final_clocks.png
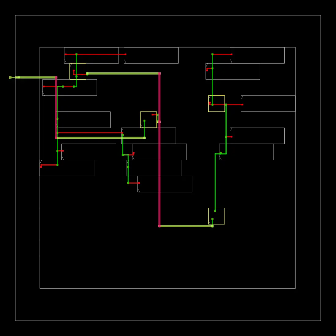
pdn.png
Drawn at 8 px/um. Pins as bars on the die edge.
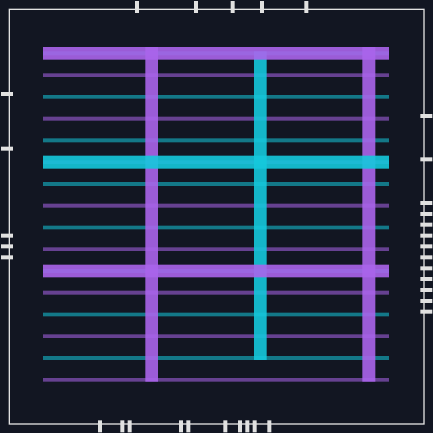
metal_stack.png
Drawn at 10 px/um.
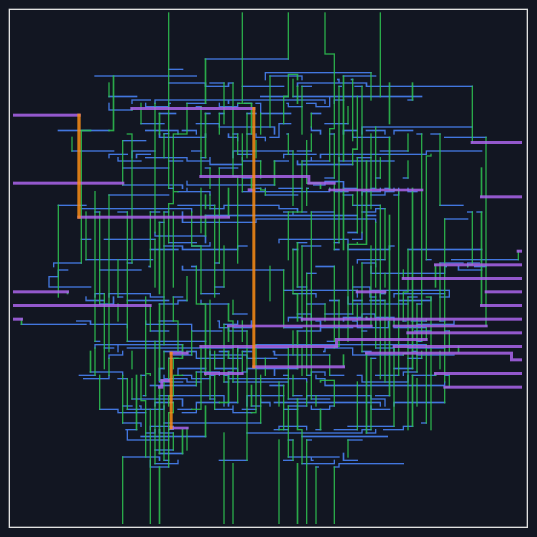
clock_map.png
Drawn at 6 px/um.
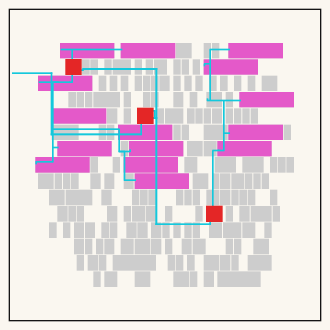
==> src/rtl/nrisc_pkg.sv <==
`default_nettype none
// ============================================================================
// Module      : nrisc_pkg
// Description : Shared encodings for the 8-bit nRISC core: opcodes, ULAOp
//               codes, control-unit states and datapath select values.
// Revision    : 1.0 - initial release
// ============================================================================
package nrisc_pkg;

  // Opcodes carried in IR[7:5]
  localparam logic [2:0] OP_ADD  = 3'b000;
  localparam logic [2:0] OP_SUB  = 3'b001;
  localparam logic [2:0] OP_SLT  = 3'b010;
  localparam logic [2:0] OP_ADDI = 3'b011;
  localparam logic [2:0] OP_LW   = 3'b100;
  localparam logic [2:0] OP_SW   = 3'b101;
  localparam logic [2:0] OP_BEQ  = 3'b110;
  localparam logic [2:0] OP_J    = 3'b111;

  // ALU operation codes
  localparam logic [1:0] ULA_ADD = 2'b00;
  localparam logic [1:0] ULA_SUB = 2'b01;
  localparam logic [1:0] ULA_SLT = 2'b10;

  // ALU operand B select
  localparam logic [1:0] FONTE_B_REG = 2'b00;
  localparam logic [1:0] FONTE_B_IMM = 2'b01;
  localparam logic [1:0] FONTE_B_UM  = 2'b10;

  // PC source select
  localparam logic [1:0] PC_ULA      = 2'b00;
  localparam logic [1:0] PC_ULASAIDA = 2'b01;
  localparam logic [1:0] PC_SALTO    = 2'b10;

  // Control-unit states (codes 12..15 are unreachable)
  typedef enum logic [3:0] {
    INICIO   = 4'd0,
    BUSCA    = 4'd1,
    DECOD    = 4'd2,
    EXEC_R   = 4'd3,
    EXEC_I   = 4'd4,
    ESCR_ULA = 4'd5,
    CALC_END = 4'd6,
    LE_MEM   = 4'd7,
    ESCR_MEM = 4'd8,
    ESC_MEM  = 4'd9,
    DESVIO   = 4'd10,
    SALTO    = 4'd11
  } estado_t;

endpackage
`default_nettype wire

==> src/rtl/uc_multiciclo_if.sv <==
`default_nettype none
// ============================================================================
// Module      : uc_multiciclo_if
// Description : Control bus between the multicycle control unit (master) and
//               the nRISC datapath/memory side (slave).
// Revision    : 1.0 - initial release
// ============================================================================
interface uc_multiciclo_if #(
  parameter int CONT_LARGURA = 8
);
  // Status into the control unit
  logic [2:0]              opcode;
  logic                    zero;
  logic                    mem_pronta;
  // Control out of the control unit
  logic [1:0]              ula_op;
  logic                    ula_fonte_a;
  logic [1:0]              ula_fonte_b;
  logic [1:0]              pc_fonte;
  logic                    escreve_pc;
  logic                    escreve_ir;
  logic                    iord;
  logic                    le_mem;
  logic                    escreve_mem;
  logic                    mem_para_reg;
  logic                    escreve_reg;
  logic [3:0]              estado;
  logic [CONT_LARGURA-1:0] instr_concluidas;

  modport master (
    input  opcode, zero, mem_pronta,
    output ula_op, ula_fonte_a, ula_fonte_b, pc_fonte, escreve_pc, escreve_ir,
           iord, le_mem, escreve_mem, mem_para_reg, escreve_reg, estado,
           instr_concluidas
  );

  modport slave (
    output opcode, zero, mem_pronta,
    input  ula_op, ula_fonte_a, ula_fonte_b, pc_fonte, escreve_pc, escreve_ir,
           iord, le_mem, escreve_mem, mem_para_reg, escreve_reg, estado,
           instr_concluidas
  );
endinterface
`default_nettype wire

==> src/rtl/uc_multiciclo_ula_controle.sv <==
`default_nettype none
// ============================================================================
// Module      : ula_controle
// Description : Maps control state and latched opcode to the 2-bit ULAOp.
// Revision    : 1.0 - initial release
// ============================================================================
module ula_controle
  import nrisc_pkg::*;
(
  input  estado_t    i_estado,
  input  logic [2:0] i_opcode,
  output logic [1:0] o_ula_op
);

  // R-type picks its operation from the opcode, BEQ compares by subtraction,
  // every other state uses the adder (PC+1, branch target, address calc).
  always_comb begin
    o_ula_op = ULA_ADD;
    case (i_estado)
      EXEC_R: begin
        case (i_opcode)
          OP_SUB:  o_ula_op = ULA_SUB;
          OP_SLT:  o_ula_op = ULA_SLT;
          default: o_ula_op = ULA_ADD;
        endcase
      end
      DESVIO:  o_ula_op = ULA_SUB;
      default: o_ula_op = ULA_ADD;
    endcase
  end

endmodule
`default_nettype wire

==> src/rtl/uc_multiciclo.sv <==
`default_nettype none
// ============================================================================
// Module      : uc_multiciclo
// Description : Multicycle control unit for the 8-bit nRISC datapath.
//               Sequences fetch/decode/execute/memory/write-back, waits on the
//               memory-ready handshake and counts retired instructions.
// Revision    : 1.0 - initial release
// ============================================================================
module uc_multiciclo
  import nrisc_pkg::*;
#(
  parameter int CONT_LARGURA = 8
) (
  input  logic             clk,
  input  logic             rst_n,
  uc_multiciclo_if.master  bus
);

  estado_t                 r_estado;
  logic [2:0]              r_opcode;   // opcode captured in DECOD for EXEC_R
  logic [CONT_LARGURA-1:0] r_cont;

  logic                    w_retira;
  logic [1:0]              w_ula_op;
  logic                    w_ula_fonte_a;
  logic [1:0]              w_ula_fonte_b;
  logic [1:0]              w_pc_fonte;
  logic                    w_escreve_pc;
  logic                    w_escreve_ir;
  logic                    w_iord;
  logic                    w_le_mem;
  logic                    w_escreve_mem;
  logic                    w_mem_para_reg;
  logic                    w_escreve_reg;

  // State sequencing; opcode is only looked at in DECOD and CALC_END.
  always_ff @(posedge clk or negedge rst_n) begin
    if (!rst_n) begin
      r_estado <= INICIO;
      r_opcode <= 3'b000;
    end else begin
      case (r_estado)
        INICIO: r_estado <= BUSCA;
        BUSCA:  if (bus.mem_pronta) r_estado <= DECOD;
        DECOD: begin
          r_opcode <= bus.opcode;
          case (bus.opcode)
            OP_ADD, OP_SUB, OP_SLT: r_estado <= EXEC_R;
            OP_ADDI:                r_estado <= EXEC_I;
            OP_LW, OP_SW:           r_estado <= CALC_END;
            OP_BEQ:                 r_estado <= DESVIO;
            default:                r_estado <= SALTO;
          endcase
        end
        EXEC_R:   r_estado <= ESCR_ULA;
        EXEC_I:   r_estado <= ESCR_ULA;
        ESCR_ULA: r_estado <= BUSCA;
        CALC_END: r_estado <= (bus.opcode == OP_SW) ? ESC_MEM : LE_MEM;
        LE_MEM:   if (bus.mem_pronta) r_estado <= ESCR_MEM;
        ESCR_MEM: r_estado <= BUSCA;
        ESC_MEM:  if (bus.mem_pronta) r_estado <= BUSCA;
        DESVIO:   r_estado <= BUSCA;
        SALTO:    r_estado <= BUSCA;
        default:  r_estado <= INICIO;
      endcase
    end
  end

  // An instruction retires on the edge that leaves its last state.
  always_comb begin
    w_retira = 1'b0;
    case (r_estado)
      ESCR_ULA, ESCR_MEM, DESVIO, SALTO: w_retira = 1'b1;
      ESC_MEM:                           w_retira = bus.mem_pronta;
      default:                           w_retira = 1'b0;
    endcase
  end

  // Retired-instruction counter, wraps naturally at its width.
  always_ff @(posedge clk or negedge rst_n) begin
    if (!rst_n) begin
      r_cont <= '0;
    end else if (w_retira) begin
      r_cont <= r_cont + 1'b1;
    end
  end

  ula_controle u_ula_controle (
    .i_estado (r_estado),
    .i_opcode (r_opcode),
    .o_ula_op (w_ula_op)
  );

  // Datapath controls decoded from the current state.
  always_comb begin
    w_ula_fonte_a  = 1'b0;
    w_ula_fonte_b  = FONTE_B_REG;
    w_pc_fonte     = PC_ULA;
    w_escreve_pc   = 1'b0;
    w_escreve_ir   = 1'b0;
    w_iord         = 1'b0;
    w_le_mem       = 1'b0;
    w_escreve_mem  = 1'b0;
    w_mem_para_reg = 1'b0;
    w_escreve_reg  = 1'b0;
    case (r_estado)
      BUSCA: begin
        w_le_mem      = 1'b1;
        w_ula_fonte_b = FONTE_B_UM;
        w_escreve_ir  = bus.mem_pronta;
        w_escreve_pc  = bus.mem_pronta;
      end
      DECOD: w_ula_fonte_b = FONTE_B_IMM;
      EXEC_R: w_ula_fonte_a = 1'b1;
      EXEC_I, CALC_END: begin
        w_ula_fonte_a = 1'b1;
        w_ula_fonte_b = FONTE_B_IMM;
      end
      ESCR_ULA: w_escreve_reg = 1'b1;
      LE_MEM: begin
        w_le_mem = 1'b1;
        w_iord   = 1'b1;
      end
      ESCR_MEM: begin
        w_escreve_reg  = 1'b1;
        w_mem_para_reg = 1'b1;
      end
      ESC_MEM: begin
        w_escreve_mem = 1'b1;
        w_iord        = 1'b1;
      end
      DESVIO: begin
        w_ula_fonte_a = 1'b1;
        w_pc_fonte    = PC_ULASAIDA;
        w_escreve_pc  = bus.zero;
      end
      SALTO: begin
        w_pc_fonte   = PC_SALTO;
        w_escreve_pc = 1'b1;
      end
      default: ;
    endcase
  end

  assign bus.ula_op           = w_ula_op;
  assign bus.ula_fonte_a      = w_ula_fonte_a;
  assign bus.ula_fonte_b      = w_ula_fonte_b;
  assign bus.pc_fonte         = w_pc_fonte;
  assign bus.escreve_pc       = w_escreve_pc;
  assign bus.escreve_ir       = w_escreve_ir;
  assign bus.iord             = w_iord;
  assign bus.le_mem           = w_le_mem;
  assign bus.escreve_mem      = w_escreve_mem;
  assign bus.mem_para_reg     = w_mem_para_reg;
  assign bus.escreve_reg      = w_escreve_reg;
  assign bus.estado           = r_estado;
  assign bus.instr_concluidas = r_cont;

endmodule
`default_nettype wire

==> src/flat_wrapper.sv <==
// flat-port wrapper written by rule: the top's interface ports become plain ports
module uc_multiciclo_flat import nrisc_pkg::*;
#(
  parameter int CONT_LARGURA = 8
)
  (clk, rst_n, bus_opcode, bus_zero, bus_mem_pronta, bus_ula_op, bus_ula_fonte_a, bus_ula_fonte_b, bus_pc_fonte, bus_escreve_pc, bus_escreve_ir, bus_iord, bus_le_mem, bus_escreve_mem, bus_mem_para_reg, bus_escreve_reg, bus_estado, bus_instr_concluidas);
  uc_multiciclo_if #(.CONT_LARGURA(CONT_LARGURA)) bus_i ();
  input  logic clk;
  input  logic rst_n;
  input wire logic [$bits(bus_i.opcode)-1:0] bus_opcode;
  input wire logic [$bits(bus_i.zero)-1:0] bus_zero;
  input wire logic [$bits(bus_i.mem_pronta)-1:0] bus_mem_pronta;
  output wire logic [$bits(bus_i.ula_op)-1:0] bus_ula_op;
  output wire logic [$bits(bus_i.ula_fonte_a)-1:0] bus_ula_fonte_a;
  output wire logic [$bits(bus_i.ula_fonte_b)-1:0] bus_ula_fonte_b;
  output wire logic [$bits(bus_i.pc_fonte)-1:0] bus_pc_fonte;
  output wire logic [$bits(bus_i.escreve_pc)-1:0] bus_escreve_pc;
  output wire logic [$bits(bus_i.escreve_ir)-1:0] bus_escreve_ir;
  output wire logic [$bits(bus_i.iord)-1:0] bus_iord;
  output wire logic [$bits(bus_i.le_mem)-1:0] bus_le_mem;
  output wire logic [$bits(bus_i.escreve_mem)-1:0] bus_escreve_mem;
  output wire logic [$bits(bus_i.mem_para_reg)-1:0] bus_mem_para_reg;
  output wire logic [$bits(bus_i.escreve_reg)-1:0] bus_escreve_reg;
  output wire logic [$bits(bus_i.estado)-1:0] bus_estado;
  output wire logic [$bits(bus_i.instr_concluidas)-1:0] bus_instr_concluidas;
  assign bus_i.opcode = bus_opcode;
  assign bus_i.zero = bus_zero;
  assign bus_i.mem_pronta = bus_mem_pronta;
  assign bus_ula_op = bus_i.ula_op;
  assign bus_ula_fonte_a = bus_i.ula_fonte_a;
  assign bus_ula_fonte_b = bus_i.ula_fonte_b;
  assign bus_pc_fonte = bus_i.pc_fonte;
  assign bus_escreve_pc = bus_i.escreve_pc;
  assign bus_escreve_ir = bus_i.escreve_ir;
  assign bus_iord = bus_i.iord;
  assign bus_le_mem = bus_i.le_mem;
  assign bus_escreve_mem = bus_i.escreve_mem;
  assign bus_mem_para_reg = bus_i.mem_para_reg;
  assign bus_escreve_reg = bus_i.escreve_reg;
  assign bus_estado = bus_i.estado;
  assign bus_instr_concluidas = bus_i.instr_concluidas;
  uc_multiciclo #(.CONT_LARGURA(CONT_LARGURA)) u_core (.clk(clk), .rst_n(rst_n), .bus(bus_i));
endmodule
==> config.mk <==
export PLATFORM = sky130hd
export DESIGN_NAME = uc_multiciclo_flat
export DESIGN_NICKNAME = d
export VERILOG_FILES = /design/src/rtl/nrisc_pkg.sv /design/src/rtl/uc_multiciclo_if.sv /design/src/rtl/uc_multiciclo_ula_controle.sv /design/src/rtl/uc_multiciclo.sv /design/src/flat_wrapper.sv
export SDC_FILE = /design/constraint.sdc
export NUM_CORES = 1
export LEC_CHECK = 0
export ABC_AREA = 1
export CORE_MARGIN = 4
export CORE_UTILIZATION = 55
export CTS_CLUSTER_SIZE = 24
export DETAILED_ROUTE_END_ITERATION = 10
export DONT_BUFFER_PORTS = 1
export MAX_ROUTING_LAYER = met4
export PLACE_DENSITY = 0.81
export SYNTH_ARGS = -nofsm -noshare
export SYNTH_HDL_FRONTEND = slang
export SYNTH_SLANG_ARGS = --single-unit
==> constraint.sdc <==
create_clock -name clk -period 2.6 [get_ports clk]
set_clock_uncertainty 0.05 [all_clocks]
set_input_delay 0.26 -clock clk [delete_from_list [all_inputs] [get_ports clk]]
set_output_delay 0.26 -clock clk [all_outputs]
set_load 0.05 [all_outputs]
==> results.yml <==
# generated from flow reports
drt:
  vias_per_cell: 5.332
  route.detailed.drc: 0
  ant_nets: 0
  dr.pass1.iters: 4
  wl_per_cell_um: 13.33
clocking:
  cts_resized: 0
  h-tree-depth: 1
  cts-root-buf: "clkbuf_4"
hold_path:
  hp-start: "bus_opcode[0]"
  hold_path_end: "u_core.r_opcode[0]"
  hold_depth: 2
placement:
  dp.cells: 197
  port_buffers: 0
  dpl.hpwl_um: 2066
  pre_cts_slack_ns: 0.6058
  routabilityCongestion: 0.8750
worst_setup_path:
  crit_slowest_cell: "dfrtp_1"
  worstSetupEndpointType: "output pin"
  critical_path_buf_inv_count: 1
  cp_max_fo: 5
  critPathLaunch: "u_core.bus.estado[2]"
  worstSetupPathDepth: 5
  worstPathRequired_ns: 2.29
  worstRegToRegCells: 8
  cp.arrival_ns: 2.08
  path_cells: "nor2_1, nand2_1, and2_1, nand3_1, buf_12"
sta:
  finalCriticalPeriod_ns: 2.385
  whs_ns: 0.03049
  timing.final.ws_setup_ns: 0.2149
  finalHoldViolCount: 0
  min_period_over_period: 0.9173
  rsz0062_at_grt: "false"
power:
  p_leak_nw: 0.7114
  power_density_mw_per_mm2: 1352
  p_int_w: 0.0006403
  peakVddDrop_mv: 0.7506
  sequentialPower_w: 0.000487
synth:
  ys_top_cells_by_area: "dfrtp_1, nand2_1, nand3_1"
  synth_area_mm2: 0.001049
  synthSimpleGateAreaFrac: 0.4881
  netlist.top_cell.by_area: "dfrtp_1"
  synth-xor-area-share: 0.02506
  syn_area_per_cell_um2: 6.512
  ys_seq_frac: 0.3580
cells_and_area:
  n_antenna_cell: 0
  syn_to_final_growth_pct: 18.14
  combGateArea_um2: 609.3
  largest_reg_flops: 8
floorplan:
  dieArea_mm2: 0.002669
  fp_util: 0.5943
  die_width_um: 51.66
run_status:
  outcome: "complete, no violations"
flow_run:
  maxCapViolCount: 0
global_routing:
  overflow: 0
  grt_pass1_vias: 1079
About final_clocks.png:
clock buffers: 3
clock sink count: 15
Latency at later pin: 0.30 ns
Num CTS Buffers: 3
clk pwr: 0.000140 W

About pdn.png:
color	net
purple	VSS
cyan	VDD
met4 straps	3
rows	15
met5 straps	3
die span in y: 51.66 um
core area: 0.001764 mm^2

About metal_stack.png:
color	layer	wire length
orange	met4	43.5 um
blue	met1	1,090 um
green	met2	1,290 um
purple	met3	269 um

About clock_map.png:
[cyan] clock wires | length: 192 um
[red] cells driving clock nets | count: 3
[magenta] flip-flops | count: 15
routed clock nets	4
clock share of power: 0.084

cell usage in the layout, fill, tap and decap left out:
cell type	n
nand2_1	67
inv_1	19
nand3_1	18
dfrtp_1	15
nor2_1	10
buf_4	9
nor2_2	5
o21ai_0	4
nand4_1	3
clkbuf_4	3
nor2_4	2
a21oi_1	2
o21ai_1	2
nand3_2	2
nand3b_1	2
xnor2_1	2
buf_12	2
inv_2	1
nand2_2	1
o31ai_2	1
nor4_2	1
and2_1	1
xor2_1	1
or2_0	1
ha_1	1
clkinvlp_4	1
dlygate4sd3_1	1
synthesized netlist by cell type:
master	number
xor2_1	1
o21ai_1	1
nand3_2	2
nand4_1	3
inv_1	19
a21oi_1	2
ha_1	1
nand2_1	67
o21ai_0	5
o31ai_1	1
inv_2	1
nor2_1	10
nand2_2	1
and2_1	1
nor4_1	1
nor2_2	5
nand3b_1	2
dfrtp_1	15
nand3_1	18
xnor2_1	2
nor2_4	2
or2_0	1
what timing repair did:
action	CTS	global route
hold buffers	1	0
endpoints found under the hold margin	15	0
setup buffers	0	0
routing by layer:
| metal | routed length, um | track usage | vias up |
|---|---|---|---|
| li1 | - | - | 540 |
| met2 | 1286 | 0.3877 | 45 |
| met4 | 43 | 0.08297 | 0 |
| met5 | 0 | - | - |
| met1 | 1093 | 0.2645 | 485 |
| met3 | 268 | 0.08596 | 7 |
through the flow:
stage               cell area (um^2)   TNS, ns  utilization
finish                          1239         0       0.7021
global route                    1239         0       0.7021
CTS                             1239         0       0.7021
detailed placement              1199         0       0.6794
global placement                1199         0       0.6794
floorplan                       1055  -0.01235            -
cell type report:
type                       count  share of cell area
clock buffer                   3             0.01818
clock inverter                 1            0.006061
inverter                      20             0.06061
multi-input combinational    126              0.4919
sequential                    15              0.3030
tap                           25             0.02525
timing repair buffer          12             0.09495
Power figures rest on the tool's default switching activity, not on a simulated workload.
